==> images/congestion.png <==
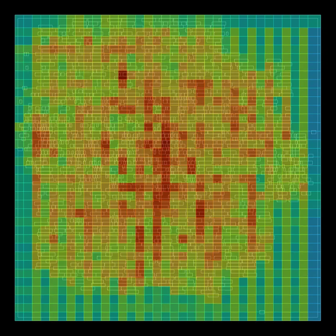
==> images/flops_by_reg.png <==
Bar = 50 um. Other sequential cells in the stronger grey, the rest of the logic in the fainter grey.
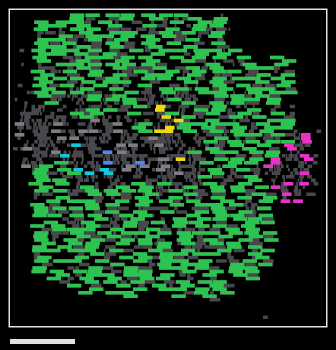
`config.mk`:
```
export PLATFORM = sky130hd
export DESIGN_NAME = uart_rx_deframer_flat
export DESIGN_NICKNAME = d
export VERILOG_FILES = /design/src/rtl/uart_rx_deframer_if.sv /design/src/rtl/uart_rx_deframer.sv /design/src/flat_wrapper.sv
export SDC_FILE = /design/constraint.sdc
export NUM_CORES = 1
export LEC_CHECK = 0
export ABC_AREA = 0
export CORE_MARGIN = 2
export CORE_UTILIZATION = 40
export CTS_BUF_LIST = sky130_fd_sc_hd__clkbuf_4 sky130_fd_sc_hd__clkbuf_8
export DETAILED_ROUTE_END_ITERATION = 12
export GPL_ROUTABILITY_DRIVEN = 0
export SLEW_MARGIN = 20
export SYNTH_ARGS = -nofsm -noshare
export SYNTH_HDL_FRONTEND = slang
export SYNTH_SLANG_ARGS = --single-unit
```
`constraint.sdc`:
```
create_clock -name clk -period 4.13 [get_ports clk]
set_input_delay 1.239 -clock clk [delete_from_list [all_inputs] [get_ports clk]]
set_output_delay 1.239 -clock clk [all_outputs]
set_load 0.005 [all_outputs]
```
`src/rtl/uart_rx_deframer_if.sv`:
```
// Byte-wide AXI-stream bundle used on both sides of the UART RX deframer.
// The master drives data, valid and last. The slave returns ready.
interface uart_rx_deframer_if;
    logic [7:0] tdata;
    logic       tvalid;
    logic       tready;
    logic       tlast;

    modport master (output tdata, output tvalid, output tlast, input tready);
    modport slave  (input tdata, input tvalid, output tready);
endinterface

```
`src/rtl/uart_rx_deframer.sv`:
```
// UART RX packet deframer.
// Hunts for SYNC_BYTE in the unframed RX byte stream and validates LEN and
// the checksum, buffering the payload while it does so. Only frames that pass
// every check are replayed downstream as one AXI-stream packet with tlast.
// Frames with a bad length, a bad checksum or an idle timeout are dropped and
// reported on frame_err/err_code.
module uart_rx_deframer #(
    parameter int         MAX_PAYLOAD    = 64,
    parameter logic [7:0] SYNC_BYTE      = 8'hA5,
    parameter int         TIMEOUT_CYCLES = 100000
) (
    input  logic                  clk,
    input  logic                  resetn,
    uart_rx_deframer_if.slave     s_axis,
    uart_rx_deframer_if.master    m_axis,
    output logic                  frame_ok,
    output logic                  frame_err,
    output logic [1:0]            err_code
);
    localparam int IDX_W = (MAX_PAYLOAD > 1) ? $clog2(MAX_PAYLOAD) : 1;
    localparam int TO_W  = $clog2(TIMEOUT_CYCLES + 1);

    localparam logic [2:0] ST_HUNT    = 3'd0;
    localparam logic [2:0] ST_LEN     = 3'd1;
    localparam logic [2:0] ST_PAYLOAD = 3'd2;
    localparam logic [2:0] ST_CHECK   = 3'd3;
    localparam logic [2:0] ST_DRAIN   = 3'd4;

    localparam logic [1:0] ERR_LEN     = 2'b01;
    localparam logic [1:0] ERR_CHK     = 2'b10;
    localparam logic [1:0] ERR_TIMEOUT = 2'b11;

    localparam logic [7:0]      MAX_LEN = 8'(MAX_PAYLOAD);
    localparam logic [TO_W-1:0] TO_LAST = TO_W'(TIMEOUT_CYCLES - 1);

    logic [2:0]       state;
    logic [IDX_W-1:0] last_idx;   // LEN-1: index of the final payload byte
    logic [IDX_W-1:0] wr_idx;
    logic [IDX_W-1:0] rd_idx;
    logic [7:0]       acc;
    logic [TO_W-1:0]  idle_cnt;
    logic [7:0]       buf_mem [MAX_PAYLOAD];

    logic             s_hs;
    logic             m_hs;
    logic             in_frame;
    logic [7:0]       chk_sum;
    logic [IDX_W-1:0] rd_next;

    assign s_axis.tready = (state != ST_DRAIN);
    assign s_hs          = s_axis.tvalid && s_axis.tready;
    assign m_hs          = m_axis.tvalid && m_axis.tready;
    assign in_frame      = (state == ST_LEN) || (state == ST_PAYLOAD) || (state == ST_CHECK);
    assign chk_sum       = acc + s_axis.tdata;
    assign rd_next       = rd_idx + IDX_W'(1);

    // Payload store; contents only matter between CHECK and the end of DRAIN.
    always_ff @(posedge clk) begin
        if (state == ST_PAYLOAD && s_hs) begin
            buf_mem[wr_idx] <= s_axis.tdata;
        end
    end

    // Frame parser, idle timeout and registered downstream/status outputs.
    always_ff @(posedge clk) begin
        if (!resetn) begin
            state         <= ST_HUNT;
            last_idx      <= '0;
            wr_idx        <= '0;
            rd_idx        <= '0;
            acc           <= '0;
            idle_cnt      <= '0;
            m_axis.tvalid <= 1'b0;
            m_axis.tlast  <= 1'b0;
            m_axis.tdata  <= '0;
            frame_ok      <= 1'b0;
            frame_err     <= 1'b0;
            err_code      <= '0;
        end else begin
            frame_ok  <= 1'b0;
            frame_err <= 1'b0;

            // The counter stays at zero outside the frame, so entering LEN starts it clean.
            if (in_frame && !s_hs) begin
                idle_cnt <= idle_cnt + TO_W'(1);
            end else begin
                idle_cnt <= '0;
            end

            case (state)
                ST_HUNT: begin
                    if (s_hs && s_axis.tdata == SYNC_BYTE) begin
                        state <= ST_LEN;
                    end
                end
                ST_LEN: begin
                    if (s_hs) begin
                        if (s_axis.tdata == 8'd0 || s_axis.tdata > MAX_LEN) begin
                            frame_err <= 1'b1;
                            err_code  <= ERR_LEN;
                            state     <= ST_HUNT;
                        end else begin
                            last_idx <= IDX_W'(s_axis.tdata - 8'd1);
                            acc      <= s_axis.tdata;
                            wr_idx   <= '0;
                            state    <= ST_PAYLOAD;
                        end
                    end
                end
                ST_PAYLOAD: begin
                    if (s_hs) begin
                        acc    <= chk_sum;
                        wr_idx <= wr_idx + IDX_W'(1);
                        if (wr_idx == last_idx) begin
                            state <= ST_CHECK;
                        end
                    end
                end
                ST_CHECK: begin
                    if (s_hs) begin
                        if (chk_sum == 8'd0) begin
                            // Present the first byte right away so release costs one cycle.
                            frame_ok      <= 1'b1;
                            m_axis.tvalid <= 1'b1;
                            m_axis.tdata  <= buf_mem[0];
                            m_axis.tlast  <= (last_idx == '0);
                            rd_idx        <= '0;
                            state         <= ST_DRAIN;
                        end else begin
                            frame_err <= 1'b1;
                            err_code  <= ERR_CHK;
                            state     <= ST_HUNT;
                        end
                    end
                end
                ST_DRAIN: begin
                    if (m_hs) begin
                        if (m_axis.tlast) begin
                            m_axis.tvalid <= 1'b0;
                            m_axis.tlast  <= 1'b0;
                            state         <= ST_HUNT;
                        end else begin
                            rd_idx       <= rd_next;
                            m_axis.tdata <= buf_mem[rd_next];
                            m_axis.tlast <= (rd_next == last_idx);
                        end
                    end
                end
                default: state <= ST_HUNT;
            endcase

            // The last permitted idle cycle ends the frame. No byte arrives in that cycle.
            if (in_frame && !s_hs && idle_cnt == TO_LAST) begin
                frame_err <= 1'b1;
                err_code  <= ERR_TIMEOUT;
                state     <= ST_HUNT;
            end
        end
    end
endmodule

```
`src/flat_wrapper.sv`:
```
// flat-port wrapper written by rule: the top's interface ports become plain ports
module uart_rx_deframer_flat 
#(
    parameter int         MAX_PAYLOAD    = 64,
    parameter logic [7:0] SYNC_BYTE      = 8'hA5,
    parameter int         TIMEOUT_CYCLES = 100000
)
  (clk, resetn, frame_ok, frame_err, err_code, s_axis_tdata, s_axis_tvalid, s_axis_tready, m_axis_tdata, m_axis_tvalid, m_axis_tlast, m_axis_tready);
  uart_rx_deframer_if s_axis_i ();
  uart_rx_deframer_if m_axis_i ();
  input  logic clk;
  input  logic resetn;
  output logic frame_ok;
  output logic frame_err;
  output logic [1:0] err_code;
  input wire logic [$bits(s_axis_i.tdata)-1:0] s_axis_tdata;
  input wire logic [$bits(s_axis_i.tvalid)-1:0] s_axis_tvalid;
  output wire logic [$bits(s_axis_i.tready)-1:0] s_axis_tready;
  output wire logic [$bits(m_axis_i.tdata)-1:0] m_axis_tdata;
  output wire logic [$bits(m_axis_i.tvalid)-1:0] m_axis_tvalid;
  output wire logic [$bits(m_axis_i.tlast)-1:0] m_axis_tlast;
  input wire logic [$bits(m_axis_i.tready)-1:0] m_axis_tready;
  assign s_axis_i.tdata = s_axis_tdata;
  assign s_axis_i.tvalid = s_axis_tvalid;
  assign s_axis_tready = s_axis_i.tready;
  assign m_axis_tdata = m_axis_i.tdata;
  assign m_axis_tvalid = m_axis_i.tvalid;
  assign m_axis_tlast = m_axis_i.tlast;
  assign m_axis_i.tready = m_axis_tready;
  uart_rx_deframer #(.MAX_PAYLOAD(MAX_PAYLOAD), .SYNC_BYTE(SYNC_BYTE), .TIMEOUT_CYCLES(TIMEOUT_CYCLES)) u_core (.clk(clk), .resetn(resetn), .s_axis(s_axis_i), .m_axis(m_axis_i), .frame_ok(frame_ok), .frame_err(frame_err), .err_code(err_code));
endmodule
```
==> results.sh <==
# physical design summary
export IMPL_fin_area_mm2=0.0270
export IMPL_outcome="finished, final reports clean"
export IMPL_seq_cells=572
export IMPL_clockNetworkAreaShare=0.0709
export IMPL_worstPathCellList="buf_2 > ha_1 > fa_1 > a21o_1 > or4_1 > a211oi_2 > o221ai_2 > o31ai_4 > buf_12 > o21ai_0 > o221a_2"
export IMPL_p_switching_mw=2.32
export IMPL_cts_root_buffer="clkbuf_8"
export IMPL_setup_tns_ns=0
export IMPL_worstSetupEndpointType="flop"
export IMPL_instances_no_fill=2297
export IMPL_critical_path_startpoint="s_axis_tdata[0]"
export IMPL_worst_path_buf_inv=2
export IMPL_final_setup_skew_ns=0.0312
export IMPL_htreeDepth=3
export IMPL_required_ns=4.69
export IMPL_clk_pin_slew_ns=0.06
export IMPL_port_buffers=26
export IMPL_synthAoiAreaFrac=0.0344
export IMPL_fp_util=0.404
export IMPL_via_per_inst=5.42
export IMPL_syn_area_mm2=0.0232
export IMPL_hold_class="flop to flop"
export IMPL_relSlewSlack=0.373
export IMPL_fa_ha_area_frac=0.00788
export IMPL_max_stage_delay_ns=0.53
-- congestion.png (at the start) --
M2 GR Usage: 0.289
Most Used Layer, Global Route: met2
GRT Overall Usage: 0.189
met1 Track Usage GR: 0.277

-- flops_by_reg.png (at the start) --
colour	signal	sequential cells
blue	`u_core.state`	3
green	`u_core.buf_mem`	512
yellow	`u_core.m_axis.tdata`	8
magenta	`u_core.idle_cnt`	17
cyan	`u_core.wr_idx`	6
not coloured	26

[registers in the layout (all words and copies together) (netlist names)]
| name | cells |
|---|---|
| u_core.buf_mem | 512 |
| u_core.idle_cnt | 17 |
| u_core.acc | 8 |
| u_core.m_axis.tdata | 8 |
| u_core.last_idx | 6 |
| u_core.rd_idx | 6 |
| u_core.wr_idx | 6 |
| u_core.state | 3 |
| u_core.err_code | 2 |
| u_core.frame_err | 1 |
| u_core.frame_ok | 1 |
| u_core.m_axis.tlast | 1 |
| u_core.m_axis.tvalid | 1 |
[synthesized netlist by cell type (7+ instances only)]
master      n  area [um^2]
dfxtp_1    60         1200
a211oi_1   14          105
xnor2_1    18          158
edfxtp_1  512        15400
mux2_2      9          101
inv_1      11         41.3
nand2_1    65          244
nor2_1    131          492
o22a_1      7         61.3
mux2i_1    12          120
a21oi_1    18         90.1
o21ai_0    12         60.1
o211ai_1    7         52.6
ha_1       13          163
xor2_1     23          201
mux4_2    150         3380
nor2b_1    10         62.6
o22ai_1    15         93.8
buf_1       9         33.8
buf_2      17         85.1
clkbuf_1   34          128
nand3_1    23          115
nor3_1     10         50.1
a31oi_1    12         75.1
[power groups by stage]
stage	registers (mW)	logic (mW)	clock network, mW
after global routing	6.29	0.175	5.32
after floorplan	6.42	0.0340	0
final	6.30	0.160	4.95
after CTS	6.30	0.162	5.07
after detailed placement	6.42	0.162	0
after global placement	6.42	0.155	0
[per-layer routing]
| metal | global-route usage | vias to the layer above | part of all wire |
|---|---|---|---|
| met3 | 0.0449 | 74 | 0.069 |
| met5 | 0 | - | 0.00023 |
| met4 | 0.0441 | 2 | 0.017 |
| li1 | - | 5507 | - |
| met1 | 0.277 | 6485 | 0.45 |
| met2 | 0.289 | 389 | 0.46 |
